==> config.mk <==
export PLATFORM = sky130hd
export DESIGN_NAME = word_deserializer
export DESIGN_NICKNAME = d
export VERILOG_FILES = /design/src/rtl/word_deserializer.sv
export SDC_FILE = /design/constraint.sdc
export NUM_CORES = 1
export LEC_CHECK = 0
export ABC_AREA = 1
export CAP_MARGIN = 40
export CORE_UTILIZATION = 46
export DETAILED_ROUTE_END_ITERATION = 8
export MAX_ROUTING_LAYER = met4
export PLACE_DENSITY = 0.9
export SLEW_MARGIN = 20
export SYNTH_ARGS = -nofsm -noshare
export SYNTH_HDL_FRONTEND = slang
export SYNTH_SLANG_ARGS = --single-unit
==> constraint.sdc <==
create_clock -name clk_i -period 1.85 [get_ports clk_i]
set_clock_uncertainty 0.1 [all_clocks]
set_input_delay 0.2775 -clock clk_i [delete_from_list [all_inputs] [get_ports clk_i]]
set_output_delay 0.2775 -clock clk_i [all_outputs]
set_load 0.02 [all_outputs]
**Pin placement**

Drawn at 6 px/um. Pins as bars across the die edge, other pins in gray.
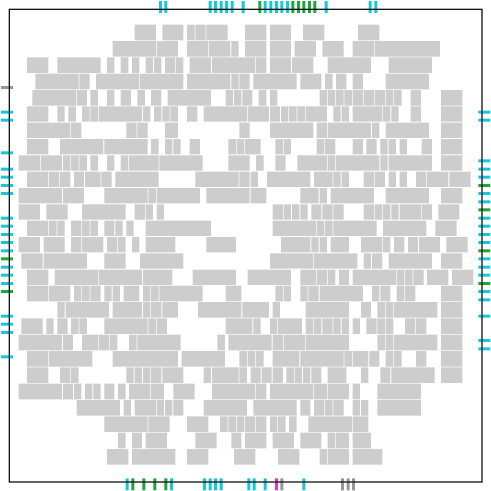
cyan -> `data_o`  # pins 64, direction output, edge 19 right, 19 left, 16 top, 10 bottom
green -> `data_i`  # pins 16, direction input, edge 6 top, 4 bottom, 4 right, 2 left
magenta -> `reset_i`  # pins 1, direction input, edge bottom
all pins by edge = 23 right, 22 left, 22 top, 19 bottom
Die Span X: 78.5 um
number of input and output port buffers inserted: 85
Die H: 78.5 um

**A small window of the routed layout**

Window x 27 to 52, y 11 to 36 um. Cells in gray, sequential cells in the stronger gray; small squares are vias.
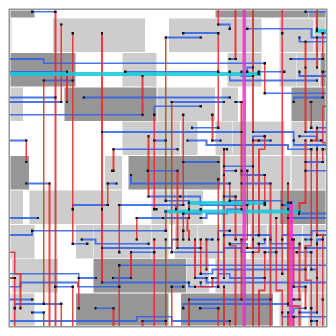
red -> metal 2
magenta -> metal 4
blue -> metal 1
cyan -> metal 3
sequential cells in the window = 7
cells with their middle in the window = 50
most frequent = inv_1 (8), nor2_1 (7), dfxtp_1 (7)

==> run notes <==
The switching power share of the total was 0.260. Per STA, the worst path accumulates the most delay in the family buffers and inverters. After clock tree synthesis, the clock-pin slew on the worst setup and hold paths is 80 ps. AND-OR/OR-AND share of the synthesized area: 0.126.

The run gives 0 for the final tally of hold violations. Counting flops and latches in the post-synthesis netlist gives 68. Highest cell delay on the worst timing path: 360 ps. The run gives 0.838 for the tightest slew margin relative to the limit.

Among all stages on the critical path, the largest delay is contributed by dfxtp_1. The number of failing setup endpoints in the final timing report is 0. The maximum level of the CTS H-tree was 3; the area fraction in mux cells was 0.

The part of the total power dissipated in sequential elements is 0.435, and the reported sequential group power is 1.60 mW. The number of gates given a new drive strength after cts is 1, and the synthesized net count is 374. Entering global routing, the biggest net connects 36 pins. The combinational share of power was 0.160. The run gives 86 as the number of top-level design ports. The run gives 0.484 as the pre-placement core utilization. In the power breakdown, the biggest contributor is registers. Core area: 5570 um^2. The synthesis report names the predominant flop master as dfxtp_1.

For this block, the initial DRC count from the detailed router was 200. For this run, the script counts the antenna cells in the layout as 0. Final hold analysis gives a worst-case slack of 384 ps. The run gives 0.241 as the global routing usage summed across all routing layers. The cell area that synthesis handed to floorplanning was 2700 um^2.

The run gives 2 for the maximum clock path buffer count. The sequential-to-total area share from yosys stat came out at 0.505. According to the report, the first pass of detailed routing completed in 4 iterations. The tools report the met1 layer wirelength in the final routing as 3080 um. Yosys reports a chip area of 2700 um^2. Per the synthesis report, the dominant area consumer among library cells is dfxtp_1.

The script parses the final routing iteration and logs DRC violations as 0. TritonCTS built the clock tree. The total tool warning count was 29.

The warning tally printed by Yosys for this design is 0. The timing report lists the critical path depth as 3 cells. The total count of max-transition violations in the final report was 0. Internal power comes to 2.72 mW. For the setup slack after layout, the log shows 111 ps. The run finished with clean final reports.

A synthesized cell averages 7.70 um^2. The largest combinational cell category by area was simple AND/OR/NAND/NOR gates. The run gives 2525 as the via count. For the sum of negative setup slack, the log shows 0 ps.

The synth_stat.txt file lists the number of cells as 350. Post-synthesis share of cell area spent on full adders, half adders and majority gates: 0.0186. For the clock power share, the log shows 0.405. The path class of the tightest hold or removal check is reg2reg.

The tools report the post-detailed-routing wire length as 6740 um. The number of cells on the worst reg-to-reg path was 7. The global-route wire length before repair was 11100 um; the flip-flop count of the largest register after layout was 64. In this run, post-CTS hold repair placed 0 buffers. Pre-CTS worst setup slack: -51.0 ps.

The synthesis stats list as the most numerous cell nor2_1. The final timing report derives a shortest allowable period of 1740 ps. The area share of the leading cell type in the synthesized netlist was 0.505.

The number of cells produced by synthesis is 350. The critical path goes through inv_2, or2_2, dlygate4sd2_1. The post-synth count of flops with an enable pin is 0. The half-perimeter wire length after placement is 4740 um. For the power of the clock network, the log shows 1.49 mW.

The area fraction in xor and xnor cells came out at 0. The placement summary gives the final routability congestion estimate as 0.906. STA reports a reg2reg setup slack of 350 ps.

The most common logic cell in the routed design is nor2_1. The clock tree root buffer cell was clkbuf_8. The run gives 3.68 mW as the total design power. For reference, the most critical setup path is categorized as reg2out. The final report gives the standard cell area, fillers excluded, as 3880 um^2. The analysis attributes to cell leakage a power of 1.73 nW. The run gives 947 nW/um^2 for the power per unit of standard cell area. The tools report the worst-skew pair later-pin latency as 330 ps.

The highest layer touched by signal routing is met4. The analysis attributes to net switching a power of 0.954 mW. The tools report the critical path capture point type as an output pin. In the hold timing report, the worst path depth is 2.

The commonest cells after synthesis are 115 x nor2_1, 68 x dfxtp_1, 47 x o21ai_0, 23 x inv_1, 22 x nand2_1. The area growth from synthesis to layout is 44.0%. The run gives 0 as the global route total overflow. The number of maximum-capacitance violations recorded for the run is 0. After clock tree synthesis, the setup repair step added 0 buffers. The logs give 500 for the post-placement cell count and 1360 ps for the data arrival time of the critical path.

The run gives 0.696 for the core utilization of the finished layout. The mean number of vias per cell was 4.89; the met2 routed wirelength was 3180 um. The data required time of the critical path was 1470 ps. Maximum fanout count along the critical path: 4. Per the TritonCTS log, the buffer count is 9. The detail route stage leaves a number of antenna-violating nets equal to 0. Die footprint: 6170 um^2. According to the finish report, the design has a final net count of 463.

For the number of global-route vias before repair, the log shows 2307. Yosys attributes the largest share of cell area to dfxtp_1 51%, nor2_1 16%, o21ai_0 8.7%. With the share of the clock period used by the worst path after layout at 0.940, the highest clock rate is 0.575 GHz.

For the pin with the worst max-slew slack, the measured transition is 242 ps. The simple-gate share of the synthesized area is 0.261, and the fraction of layout instances using a drive strength above 1 is 0.0856. The tools report the standard-cell row count as 27. Per the post-run analysis, buffers plus inverters along the critical path come to 2. The average wire per cell in the routed design works out to 13.1 um. STA classifies the critical path startpoint as a register. Maximum vdd drop: 586 uV. The fraction of synthesis flops using an asynchronous set or reset pin is 0.

Combinational cells consume a total of 0.589 mW. The detailed router reports a met3 wire length of 380 um. The netlist uses 21 different library cells.

Per the detailed placement report, the placed cell area equals 3630 um^2. The count of placed standard cells in the final layout, fillers left out was 516. Setup repair after global routing left no endpoint under its margin.

The run gives 0 for the number of antenna violations at the first check in global routing. The tree built by TritonCTS fans out to 68 sinks. The top cell types in the final layout, fill and taps aside, are 115 x nor2_1, 84 x clkdlybuf4s50_1, 68 x dfxtp_1, 47 x o21ai_0, 23 x inv_1.
[cell type report]
class                           count  area [um^2]
Fill cell                         452         1690
Sequential cell                    68         1360
Multi-Input combinational cell    236         1090
Timing Repair Buffer               97          977
Clock buffer                        9          124
Clock inverter                      7          124
Inverter                           27          111
Tap cell                           72         90.1
[worst register-to-register path, delay by kind of cell, from the launching register on]
| kind | cells | cell delay [ps] |
|---|---|---|
| buf+inv | 3 | 420 |
| flops | 1 | 360 |
| simple gates | 2 | 130 |
| compound gates | 1 | 180 |
| fa+ha+maj | 1 | 200 |
[per-layer routing]
metal,vias up,track usage
met1,1151,0.315
met2,78,0.366
met5,-,-
met4,0,0.0926
met3,8,0.0500
li1,1288,-
Power is estimated from default activity; no workload was simulated.
